$ cat src/rtl/ipm2l_hsstlp_pll_lock_model_v1_0_pkg.sv
// Purpose: state encodings and glitch-generator constants shared by the PLL lock model.
// Latency: n/a (types and constants only).
// Backpressure: n/a.
package ipm2l_hsstlp_pll_lock_model_v1_0_pkg;

    // FSM state encodings; the numeric values are visible on o_state
    typedef enum logic [2:0] {
        PLL_ST_PD     = 3'd0,
        PLL_ST_PWRUP  = 3'd1,
        PLL_ST_RST    = 3'd2,
        PLL_ST_ACQ    = 3'd3,
        PLL_ST_LOCKED = 3'd4,
        PLL_ST_LOSS   = 3'd5
    } pll_state_e;

    // Lock-debounce glitch train: window length, pulse period and pulse width in clk cycles
    localparam int GLITCH_WIN = 64;
    localparam int GLITCH_PER = 16;
    localparam int GLITCH_W   = 4;

    // True for the first GLITCH_W cycles of each GLITCH_PER period
    function automatic logic glitch_phase_on(input logic [5:0] offset);
        return (offset % 6'(GLITCH_PER)) < 6'(GLITCH_W);
    endfunction

endpackage

$ cat src/rtl/ipm2l_hsstlp_pll_glitch_gen_v1_0.sv
// Purpose: false-lock pulse train during the first GLITCH_WIN cycles of each ACQ visit (PLL_LOCK_MODEL_GLITCH_EN only).
// Latency: glitch_out is high in the first cycle en is high; pulses at offsets 0,16,32,48, GLITCH_W cycles each.
// Backpressure: none; free-running once en rises, restarts on every new rising edge of en.
`ifdef PLL_LOCK_MODEL_GLITCH_EN
module ipm2l_hsstlp_pll_glitch_gen_v1_0
    import ipm2l_hsstlp_pll_lock_model_v1_0_pkg::*;
(
    input  logic clk,
    input  logic rst,
    input  logic en,
    output logic glitch_out
);

    logic [5:0] offset_q;
    logic       done_q;

    // Offset within the current en window; held at zero while en is low so it restarts when en rises
    always_ff @(posedge clk or posedge rst) begin
        if (rst) begin
            offset_q <= '0;
            done_q   <= 1'b0;
        end else if (!en) begin
            offset_q <= '0;
            done_q   <= 1'b0;
        end else if (!done_q) begin
            if (offset_q == 6'(GLITCH_WIN - 1)) begin
                done_q <= 1'b1;
            end
            offset_q <= offset_q + 6'd1;
        end
    end

    assign glitch_out = en && !done_q && glitch_phase_on(offset_q);

endmodule
`endif

$ cat src/rtl/ipm2l_hsstlp_pll_lock_model_v1_0.sv
// Purpose: behavioural-but-synthesizable stand-in for the HSST PLL power-up / reset / lock handshake.
// Latency: READY rises LOCK_CYCLES edges after the first edge sampling P_PLL_RST=0; all outputs registered.
// Backpressure: none; P_PLLPOWERDOWN overrides everything. Macro PLL_LOCK_MODEL_GLITCH_EN adds ACQ false-lock pulses.
module ipm2l_hsstlp_pll_lock_model_v1_0
    import ipm2l_hsstlp_pll_lock_model_v1_0_pkg::*;
#(
    parameter int POWERUP_CYCLES = 256,
    parameter int LOCK_CYCLES    = 4096,
    parameter int RST_MIN_CYCLES = 64,
    parameter int LOSS_CYCLES    = 32,
    parameter int CNT_WIDTH      = 16
) (
    input  logic       clk,
    input  logic       rst,
    input  logic       P_PLLPOWERDOWN,
    input  logic       P_PLL_RST,
    input  logic       i_lock_loss,
    input  logic       i_lock_hold,
    output logic       P_PLL_READY,
    output logic [2:0] o_state,
    output logic       o_err_seq,
    output logic       o_err_rst_width
);

    localparam logic [CNT_WIDTH-1:0] PWRUP_LOAD = CNT_WIDTH'(POWERUP_CYCLES - 1);
    localparam logic [CNT_WIDTH-1:0] LOCK_LOAD  = CNT_WIDTH'(LOCK_CYCLES - 1);
    localparam logic [CNT_WIDTH-1:0] LOSS_LOAD  = CNT_WIDTH'(LOSS_CYCLES - 1);
    localparam logic [CNT_WIDTH-1:0] RST_MIN    = CNT_WIDTH'(RST_MIN_CYCLES);
    localparam logic [CNT_WIDTH-1:0] CNT_ZERO   = '0;
    localparam logic [CNT_WIDTH-1:0] CNT_ONE    = CNT_WIDTH'(1);

    pll_state_e           state_q, state_d;
    logic [CNT_WIDTH-1:0] cnt_q, cnt_d;      // shared down-counter: power-up, lock and loss timing
    logic [CNT_WIDTH-1:0] wcnt_q, wcnt_d;    // P_PLL_RST high width, saturating at RST_MIN
    logic                 wchk_q, wchk_d;    // current RST visit is a fresh pulse whose width is checked
    logic                 ready_q, ready_d;
    logic                 err_seq_q, err_seq_d;
    logic                 err_w_q, err_w_d;

    // State and datapath registers
    always_ff @(posedge clk or posedge rst) begin
        if (rst) begin
            state_q   <= PLL_ST_PD;
            cnt_q     <= '0;
            wcnt_q    <= '0;
            wchk_q    <= 1'b0;
            ready_q   <= 1'b0;
            err_seq_q <= 1'b0;
            err_w_q   <= 1'b0;
        end else begin
            state_q   <= state_d;
            cnt_q     <= cnt_d;
            wcnt_q    <= wcnt_d;
            wchk_q    <= wchk_d;
            ready_q   <= ready_d;
            err_seq_q <= err_seq_d;
            err_w_q   <= err_w_d;
        end
    end

    // Next-state, counter and flag logic; priority PD > P_PLL_RST > i_lock_loss > counter expiry
    always_comb begin
        state_d   = state_q;
        cnt_d     = cnt_q;
        wcnt_d    = wcnt_q;
        wchk_d    = wchk_q;
        ready_d   = ready_q;
        err_seq_d = err_seq_q;
        err_w_d   = err_w_q;

        if (P_PLLPOWERDOWN) begin
            state_d = PLL_ST_PD;
            cnt_d   = CNT_ZERO;
            ready_d = 1'b0;
        end else begin
            unique case (state_q)
                PLL_ST_PD: begin
                    state_d = PLL_ST_PWRUP;
                    cnt_d   = PWRUP_LOAD;
                    ready_d = 1'b0;
                    // The controller must hold the PLL in reset while releasing power-down
                    if (!P_PLL_RST) begin
                        err_seq_d = 1'b1;
                    end
                end

                PLL_ST_PWRUP: begin
                    ready_d = 1'b0;
                    if (cnt_q == CNT_ZERO) begin
                        if (P_PLL_RST) begin
                            // Reset held across power-up already spans the whole PWRUP time,
                            // so only pulses raised after power-up are width-checked
                            state_d = PLL_ST_RST;
                            wcnt_d  = CNT_ZERO;
                            wchk_d  = 1'b0;
                        end else begin
                            state_d = PLL_ST_ACQ;
                            cnt_d   = LOCK_LOAD;
                        end
                    end else begin
                        cnt_d = cnt_q - CNT_ONE;
                    end
                end

                PLL_ST_RST: begin
                    ready_d = 1'b0;
                    if (!P_PLL_RST) begin
                        state_d = PLL_ST_ACQ;
                        cnt_d   = LOCK_LOAD;
                        if (wchk_q && (wcnt_q < RST_MIN)) begin
                            err_w_d = 1'b1;
                        end
                    end else if (wcnt_q < RST_MIN) begin
                        wcnt_d = wcnt_q + CNT_ONE;
                    end
                end

                PLL_ST_ACQ: begin
                    ready_d = 1'b0;
                    if (P_PLL_RST) begin
                        state_d = PLL_ST_RST;
                        wcnt_d  = CNT_ZERO;
                        wchk_d  = 1'b1;
                    end else if (cnt_q == CNT_ZERO) begin
                        state_d = PLL_ST_LOCKED;
                        ready_d = 1'b1;
                    end else begin
                        cnt_d = cnt_q - CNT_ONE;
                    end
                end

                PLL_ST_LOCKED: begin
                    ready_d = 1'b1;
                    if (P_PLL_RST) begin
                        state_d = PLL_ST_RST;
                        ready_d = 1'b0;
                        wcnt_d  = CNT_ZERO;
                        wchk_d  = 1'b1;
                    end else if (i_lock_loss) begin
                        state_d = PLL_ST_LOSS;
                        ready_d = 1'b0;
                        cnt_d   = LOSS_LOAD;
                    end
                end

                PLL_ST_LOSS: begin
                    ready_d = 1'b0;
                    if (P_PLL_RST) begin
                        state_d = PLL_ST_RST;
                        wcnt_d  = CNT_ZERO;
                        wchk_d  = 1'b1;
                    end else if (cnt_q == CNT_ZERO) begin
                        // Parked at zero while the hold is asserted
                        if (!i_lock_hold) begin
                            state_d = PLL_ST_ACQ;
                            cnt_d   = LOCK_LOAD;
                        end
                    end else begin
                        cnt_d = cnt_q - CNT_ONE;
                    end
                end

                default: begin
                    state_d = PLL_ST_PD;
                    cnt_d   = CNT_ZERO;
                    ready_d = 1'b0;
                end
            endcase
        end
    end

    assign o_state         = state_q;
    assign o_err_seq       = err_seq_q;
    assign o_err_rst_width = err_w_q;

`ifdef PLL_LOCK_MODEL_GLITCH_EN
    logic acq_en;
    logic glitch;

    assign acq_en = (state_q == PLL_ST_ACQ);

    ipm2l_hsstlp_pll_glitch_gen_v1_0 u_glitch_gen (
        .clk        (clk),
        .rst        (rst),
        .en         (acq_en),
        .glitch_out (glitch)
    );

    assign P_PLL_READY = ready_q | glitch;
`else
    assign P_PLL_READY = ready_q;
`endif

endmodule
$ cat config.mk
export PLATFORM = sky130hd
export DESIGN_NAME = ipm2l_hsstlp_pll_lock_model_v1_0
export DESIGN_NICKNAME = d
export VERILOG_FILES = /design/src/rtl/ipm2l_hsstlp_pll_lock_model_v1_0_pkg.sv /design/src/rtl/ipm2l_hsstlp_pll_glitch_gen_v1_0.sv /design/src/rtl/ipm2l_hsstlp_pll_lock_model_v1_0.sv
export SDC_FILE = /design/constraint.sdc
export NUM_CORES = 1
export LEC_CHECK = 0
export ABC_AREA = 1
export CAP_MARGIN = 20
export CORE_MARGIN = 5
export CORE_UTILIZATION = 50
export DETAILED_ROUTE_END_ITERATION = 8
export GPL_TIMING_DRIVEN = 0
export HOLD_SLACK_MARGIN = 0.12
export PLACE_DENSITY = 0.68
export REMOVE_ABC_BUFFERS = 1
export SYNTH_ARGS = -nofsm -noshare
export SYNTH_HDL_FRONTEND = slang
export SYNTH_HIERARCHICAL = 1
export SYNTH_SLANG_ARGS = --single-unit
$ cat constraint.sdc
create_clock -name clk -period 2.36 [get_ports clk]
set_clock_uncertainty 0.2 [all_clocks]
set_input_delay 0.354 -clock clk [delete_from_list [all_inputs] [get_ports clk]]
set_output_delay 0.354 -clock clk [all_outputs]
set_load 0.03 [all_outputs]
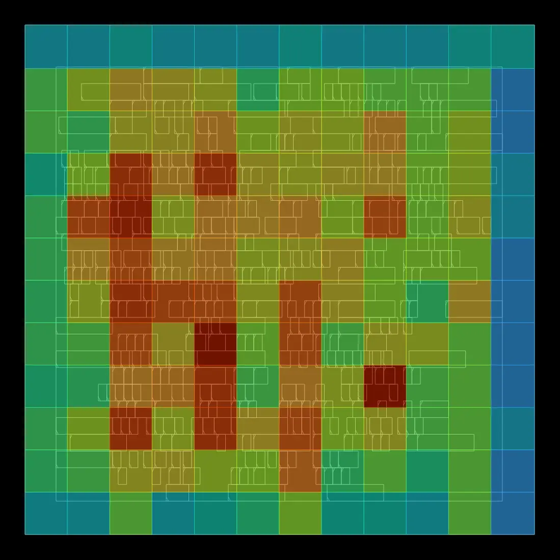
congestion.png
Global Route met2 Usage: 32.1%
GRT Util Overall: 19.1%
met3 Usage GRT: 3.27%
global routing usage on met1: 24.9%
highest-utilization routing layer at the global route stage: met2

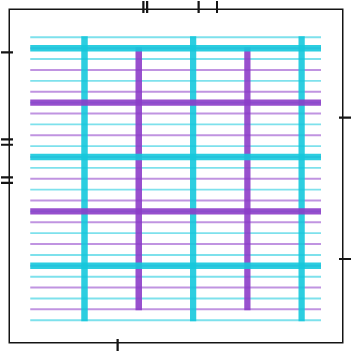
power_grid.png
Scale: 4 px per um. Pins as bars on the die edge.
- purple: VDD
- cyan: VSS
- rows: 26
- met4 straps: 5
- met5 straps: 5
- signal pins: 12
- met1 rails: 27
Die X: 83.0 um
area inside the core boundary: 0.00514 mm2
worst ir drop on vdd: 0.507 mV

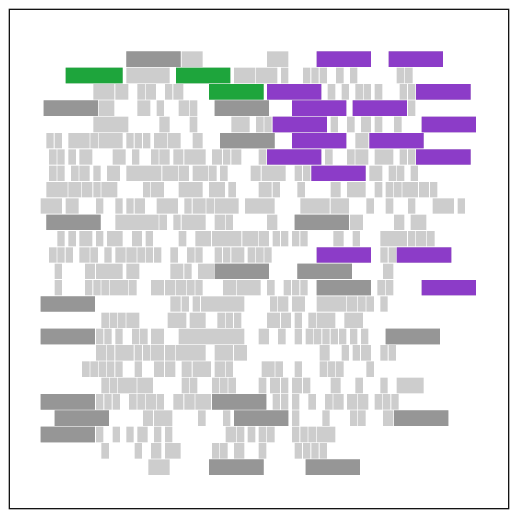
flops_by_reg.png
Scale: 6 px per um. Other sequential cells in the stronger gray, the rest of the logic in the fainter gray.
- purple: wcnt_q (flops 16)
- green: o_state (flops 3)
Layout Utilization: 58.9%
FF/Latch Area: 977 um2
register share of the cell area: 32.3%

==> out/results.ini <==
[sta]
final_tns_setup_ps = 0
final_layout_worst_hold_slack_ps = 280
worst_margin_slew_ps = 829
post-route-min-period_ps = 2190
setup_ws_ps = 173

[synthesis]
avgSynthCellArea_um2 = 6.80
synth.comb.largest_family = simple AND/OR/NAND/NOR gates
post_synth_num_cell_types = 36
synth_stat.cells = 392
synth_top_flop_cell = dfrtp_1
yosys-stat-area_mm2 = 0.00266
share_of_flip_flops_with_an_asynchronous_set_or_reset_pct = 100

[power]
p_per_area_mw_per_mm2 = 989
power.sequential.fraction_pct = 31.6
power-top-group = combinational logic
switching_share_pct = 46.0
leakage_nw = 1.59
internal-power_mw = 1.61
power_frac_clock_pct = 19.1

[place]
place.detailed.instances = 465
place.port_buffers = 11
pre_cts_slack_ps = -407
gp_congestion = 0.866

[clock_tree]
cts_tree = built
postCtsSetupRepairBufs = 1
cts-resized-gates = 2

[route]
routed_wl_met2_um = 2940
met1_length_um = 2950
detailedRoute.firstPassIterationCount = 4
route.met3.wl_um = 292

[critical_path]
start_kind = register
critPathRequiredTime_ps = 2390
end_kind = register
worst_setup_startpoint = cnt_q[0]
worstReg2RegStart = cnt_q[0]

[hold_path]
min_delay_path_depth = 2
holdCritStartpoint = wcnt_q[9]

[layout]
comb-cell-share_pct = 50.0
ffs_latches = 39
clockNetworkAreaShare_pct = 3.72
multi_input_comb_area_mm2 = 0.00151
total_of_clock_buffers_placed_in_the_layout = 5
num-multi-input-gates = 306
layout-drive-gt1-share_pct = 14.1

[run_status]
outcome = completed

[global_route]
maximum_number_of_pins_on_one_net_before_global_route_repair = 40

## synth_stat cells (5+ instances only)
cell	instances	area (um2)
nand4_1	6	37.5
nand3b_1	6	45.0
nand2_2	6	37.5
inv_2	16	60.1
dfrtp_1	39	976
nor2_1	37	139
o21ai_1	13	65.1
nand3_1	28	140
nand2_1	147	552
xor2_1	8	70.1
nor2_2	5	31.3
o21ai_0	16	80.1
inv_1	22	82.6
## worst max-delay path: stages, from the launching register on
cell	delay, ps
dfrtp_1	420
inv_1	120
ha_1	230
nand2_2	150
nor2_8	150
buf_4	150
nand3b_1	90
nand2_2	120
nor2_2	60
nor2_4	140
buf_12	160
nand2_1	50
nand2_1	60
Power and IR drop assume default switching activity.
